### config.mk
export PLATFORM = sky130hd
export DESIGN_NAME = register_bank_flat
export DESIGN_NICKNAME = d
export VERILOG_FILES = /design/src/rtl/register_bank_if.sv /design/src/rtl/register_bank.sv /design/src/flat_wrapper.sv
export SDC_FILE = /design/constraint.sdc
export NUM_CORES = 1
export LEC_CHECK = 0
export ABC_AREA = 0
export CORE_UTILIZATION = 65
export DETAILED_ROUTE_END_ITERATION = 8
export DONT_BUFFER_PORTS = 1
export PLACE_DENSITY = 0.81
export SLEW_MARGIN = 20
export SYNTH_ARGS = -nofsm -noshare
export SYNTH_HDL_FRONTEND = slang
export SYNTH_SLANG_ARGS = --single-unit
### constraint.sdc
create_clock -name clock -period 3.65 [get_ports clock]
set_clock_uncertainty 0.2 [all_clocks]
set_input_delay 0.73 -clock clock [delete_from_list [all_inputs] [get_ports clock]]
set_output_delay 0.73 -clock clock [all_outputs]
set_load 0.02 [all_outputs]
### src/rtl/register_bank_if.sv
// Bus-side signals of the register bank: load strobes, shared data bus, PC control,
// read select, and the registered views the bank drives back.
interface register_bank_if #(
    parameter int WIDTH    = 16,
    parameter int NUM_REGS = 8
);
    localparam int SELW = $clog2(NUM_REGS);

    logic [NUM_REGS-1:0]       rin;
    logic [WIDTH-1:0]          buswires;
    logic                      incr_pc;
    logic [SELW-1:0]           rsel;
    logic [NUM_REGS*WIDTH-1:0] r_all;
    logic [WIDTH-1:0]          rdata;
    logic [WIDTH-1:0]          pc;
    logic                      pc_wrap;

    modport master (
        output rin, buswires, incr_pc, rsel,
        input  r_all, rdata, pc, pc_wrap
    );

    modport slave (
        input  rin, buswires, incr_pc, rsel,
        output r_all, rdata, pc, pc_wrap
    );
endinterface

### src/rtl/register_bank.sv
// Purpose: NUM_REGS-entry register bank; top entry is the PC with self-increment and wrap pulse.
// Latency: loads, PC step, rdata and pc_wrap all land one clock after the driving edge.
// Backpressure: none; every strobe is accepted each cycle. Option: REG_BANK_WRITE_BYPASS_EN.
module register_bank #(
    parameter int WIDTH    = 16,
    parameter int NUM_REGS = 8,
    parameter int RESET_PC = 0
) (
    input  logic             clock,
    input  logic             resetn,
    register_bank_if.slave   bus
);
    localparam int              SELW       = $clog2(NUM_REGS);
    localparam int              PCI        = NUM_REGS - 1;
    localparam logic [WIDTH-1:0] RESET_PC_W = WIDTH'(RESET_PC);
    localparam logic [SELW:0]   NUM_REGS_W = (SELW + 1)'(NUM_REGS);
    localparam logic [SELW-1:0] PC_SEL     = SELW'(PCI);

    logic [WIDTH-1:0] regs [NUM_REGS];
    logic [WIDTH-1:0] rdata_q;
    logic             pc_wrap_q;

    logic [WIDTH-1:0] pc_inc;
    logic             pc_step;
    logic             wrap_next;
    logic [WIDTH-1:0] rd_next;

    // A load of the PC in the same cycle takes priority over the increment.
    always_comb begin
        pc_inc    = regs[PCI] + 1'b1;
        pc_step   = bus.incr_pc & ~bus.rin[PCI];
        wrap_next = pc_step & (&regs[PCI]);
    end

    always_comb begin
        rd_next = '0;
        if ({1'b0, bus.rsel} < NUM_REGS_W) begin
            rd_next = regs[bus.rsel];
`ifdef REG_BANK_WRITE_BYPASS_EN
            if (bus.rin[bus.rsel]) begin
                rd_next = bus.buswires;
            end else if ((bus.rsel == PC_SEL) && pc_step) begin
                rd_next = pc_inc;
            end
`endif
        end
    end

    always_ff @(posedge clock or negedge resetn) begin
        if (!resetn) begin
            for (int i = 0; i < NUM_REGS - 1; i++) begin
                regs[i] <= '0;
            end
            regs[PCI] <= RESET_PC_W;
            rdata_q   <= '0;
            pc_wrap_q <= 1'b0;
        end else begin
            for (int i = 0; i < NUM_REGS; i++) begin
                if (bus.rin[i]) begin
                    regs[i] <= bus.buswires;
                end
            end
            if (pc_step) begin
                regs[PCI] <= pc_inc;
            end
            rdata_q   <= rd_next;
            pc_wrap_q <= wrap_next;
        end
    end

    for (genvar g = 0; g < NUM_REGS; g++) begin : g_flat
        assign bus.r_all[g*WIDTH +: WIDTH] = regs[g];
    end

    assign bus.pc      = regs[PCI];
    assign bus.rdata   = rdata_q;
    assign bus.pc_wrap = pc_wrap_q;
endmodule

### src/flat_wrapper.sv
// flat-port wrapper written by rule: the top's interface ports become plain ports
module register_bank_flat 
#(
    parameter int WIDTH    = 16,
    parameter int NUM_REGS = 8,
    parameter int RESET_PC = 0
)
  (clock, resetn, bus_rin, bus_buswires, bus_incr_pc, bus_rsel, bus_r_all, bus_rdata, bus_pc, bus_pc_wrap);
  register_bank_if #(.WIDTH(WIDTH), .NUM_REGS(NUM_REGS)) bus_i ();
  input  logic clock;
  input  logic resetn;
  input wire logic [$bits(bus_i.rin)-1:0] bus_rin;
  input wire logic [$bits(bus_i.buswires)-1:0] bus_buswires;
  input wire logic [$bits(bus_i.incr_pc)-1:0] bus_incr_pc;
  input wire logic [$bits(bus_i.rsel)-1:0] bus_rsel;
  output wire logic [$bits(bus_i.r_all)-1:0] bus_r_all;
  output wire logic [$bits(bus_i.rdata)-1:0] bus_rdata;
  output wire logic [$bits(bus_i.pc)-1:0] bus_pc;
  output wire logic [$bits(bus_i.pc_wrap)-1:0] bus_pc_wrap;
  assign bus_i.rin = bus_rin;
  assign bus_i.buswires = bus_buswires;
  assign bus_i.incr_pc = bus_incr_pc;
  assign bus_i.rsel = bus_rsel;
  assign bus_r_all = bus_i.r_all;
  assign bus_rdata = bus_i.rdata;
  assign bus_pc = bus_i.pc;
  assign bus_pc_wrap = bus_i.pc_wrap;
  register_bank #(.WIDTH(WIDTH), .NUM_REGS(NUM_REGS), .RESET_PC(RESET_PC)) u_core (.clock(clock), .resetn(resetn), .bus(bus_i));
endmodule
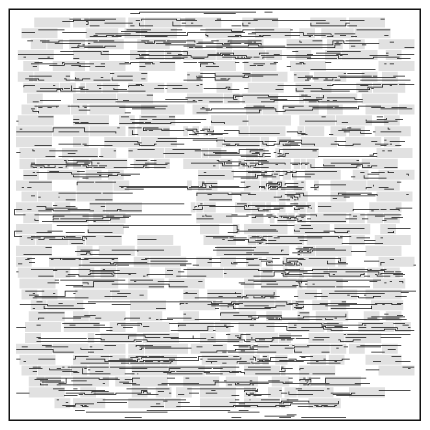
*The metal 1 layer*
Drawn at 4 px/um. Cells faint in the background.
- longest straight run: 45.1 um
- nets with wire on the layer: 403
- share of all routed wire: 40%
- main direction: horizontal
Global Route met1 Usage: 37.5%
vias: 3,683
Post-Route WL: 14,700 um

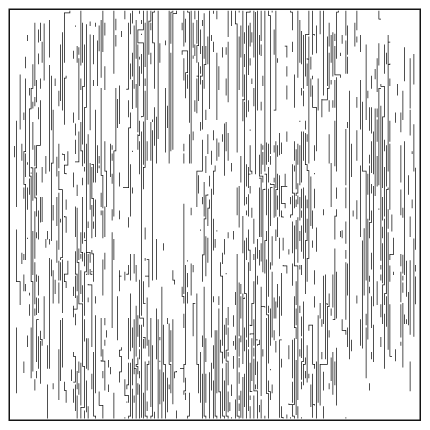
*Signal wires on met2*
Drawn at 4 px/um.
- share of all routed wire: 50%
- nets with wire on the layer: 406
- main direction: vertical
met2 GRT Util: 46.4%

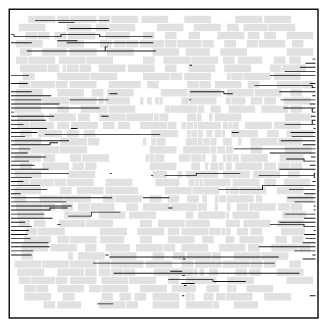
*M3 wires*
Drawn at 3 px/um. Cells faint in the background.
- share of all routed wire: 9.2%
- wire length on this layer: 1,360 um
- main direction: horizontal
- nets with wire on the layer: 99
- longest straight run: 61.6 um
M3 GR Usage: 10.9%

[cell usage in the layout (no fill, tap or decap), types with 3 or more instances in the layout]
cell	n
dfrtp_1	145
mux2_2	129
mux4_2	31
nand2_1	19
clkbuf_16	16
o21ai_0	11
xnor2_1	8
nand3_1	6
bufinv_16	6
nand4_1	5
nor2_1	4
and2_1	3
nor4_1	3
xor2_1	3
clkbuf_8	3
clkbuf_1	3
[layout make-up]
type	count	area, sq um	area share (%)
inverter	2	7.51	0.105
clock buffer	22	453	6.35
tap	133	166	2.33
sequential	145	3630	50.9
multi-input combinational	241	2670	37.4
clock inverter	10	205	2.88
[where the power goes]
part / internal [uW] / switching [uW] / total (uW)
registers: 1780 / 426 / 2200
clock network: 1280 / 644 / 1930
logic: 239 / 80.0 / 319
total: 3300 / 1150 / 4450
==> CHANGELOG.md <==
### Physical design

- Area share of the leading cell type in the synthesized netlist: between 50 and 60%
- Crit path max fanout: 6
- Max FFs per register: 112
- CP endpoint: u_core.bus.pc[14]$_DFFE_PN0P_
- XOR Share, Synth: 1.47%
- Worst EP required: between 3 and 4 ns
- Gr busiest metal: met2
- Crit path time final: ~2.3 ns
- Placer Congestion: 0.862
- Num CTS Buffers: 17
- Final Setup Violations: 0
- ANT cells: 0
- Min Hold Slack: -0.300 ns
- M1 WL: 5870 um
- Yosys stat area: ~6600 sq um
- Setup TNS: 0 ns
- Top logic family: multiplexers
- Startpoint types: flop
- R2R depth: 5
- CTS sink cnt: around 150
- AO/OA Area Share: 1.64%
- Leakage power: between 0.002 and 0.003 uW
- Count of library flops with an enable pin: 0
- Status: finished with violations
- Num rows: 36
- Total Power: roughly 4500 uW
- Synth Area per Inst: around 15 sq um
- Crit path DAT: ~2.6 ns
- CP max-delay cell: dfrtp_1
- Buf+Inv Stages, Crit Path: 0
- Pre-CTS setup slack: ~1.3 ns
- Reg clk slew, reported paths: ~0.060 ns
- DR top layer: met4
- Failing checks: negative hold slack
- Syn nets: approximately 460
- Worst path max stage delay: about 0.66 ns
- CTS Buffer Depth: 2
- Critical path class: flop to flop
- GRT overflow: 0
- Critical path capture point type: flop
- RSZ-0062 raised after global routing: false
- Synth Area in Adders: less than 1%
- Worst r2r src: u_core.bus.pc[0]$_DFFE_PN0P_
- Via-to-Cell Ratio: 6.66
- Final worst slack: around 1.3 ns
- Peak VDD IR: about 0.00038 V
- Cycle use final: 64.3%
- Top cell family by delay on the critical path: simple AND/OR/NAND/NOR gates
- # fillers: roughly 660
- Root Buffer: clkbuf_8
- Core Density at Floorplan: roughly 67%
- Post-Layout Cell Count: 553
- HPWL after DPL: between 9000 and 10,000 um
- Top cells by count: 145 x dfrtp_1, 129 x mux2_2, 31 x mux4_2, 19 x nand2_1
- Synth top cell by count: dfrtp_1
- Pre-antenna DRT Iters: 4
- Sequential area share after synthesis: a little under three fifths
- Synth area leaders: dfrtp_1 55%, mux2_2 22%, mux4_2 11%, buf_4 2.1%, nand2_1 1.1%
- Post-CTS sizing: 0
- # Cells Yosys: roughly 430
- Unique cell types: 36
- Pin count of the biggest net entering global routing: ~150
- Post-CTS setup buffers: 0
- WL per Instance: about 27 um
- Routed wl met3: around 1400 um
- Crit path depth: 5
- Tally of OpenROAD warnings: 30
- Worst skew pair latency: roughly 0.52 ns
- Die height: about 100 um
- DRT antenna net count: 0
- FF-to-FF End: u_core.bus.pc[14]$_DFFE_PN0P_
- H-tree depth: 4
- Ports: between 150 and 200
- Slew Viols, Final: 0
- CTS tree: done
- Gr usage total: between 20% and 30%
- Final hold violation count: roughly 150
- Worst reg2reg setup slack: between 1 and 1.5 ns
- Core box area: 9770 sq um
- Final Cell Area: around 7100 sq um
- Area grow syn2layout: 8.86%
- Slew margin rel.: 53.0%
- Yosys simple share: ~4%
- Ys async rst share: 100%
- Ys Warns: 0
- Power per cell area: around 620 nW/um^2
- Vias in the first global route: roughly 3,800
- Synth Flop Type: dfrtp_1
- First-pass GRT wire length: roughly 22,000 um
- Slew @ Worst Pin: just over 0.7 ns
- Inst Count DP: about 520
- Cell type with the largest total area: dfrtp_1
- Fmax: roughly 430 MHz
- Port buffer count: 0
- Final nets: 438
- Width of the chip: 102 um
- Critical path origin: u_core.bus.pc[0]$_DFFE_PN0P_
- Residual DRC: 0
- Antenna violations before repair: 0
- Cell area after synthesis: ~6600 sq um
- Initial DRC count: approximately 130
- Max-cap viol count: 0
- Chip area: around 10,000 sq um
- Path category of the worst min-delay check: input pin to async pin
- Met2 wire length: 7300 um
- Placed Area: 6470 sq um
- Layout cells sized above 1: 46.0%
- Flops after synth: roughly 150
- Synth Instances: roughly 430
- Critical-path cell list: ha_1 > and4_1 > nand2_2 > or4_1 > a31oi_1
- Area fraction in mux cells: between 30% and 40%
- Final Util: between 70% and 80%
Power figures rest on the tool's default switching activity, not on a simulated workload.
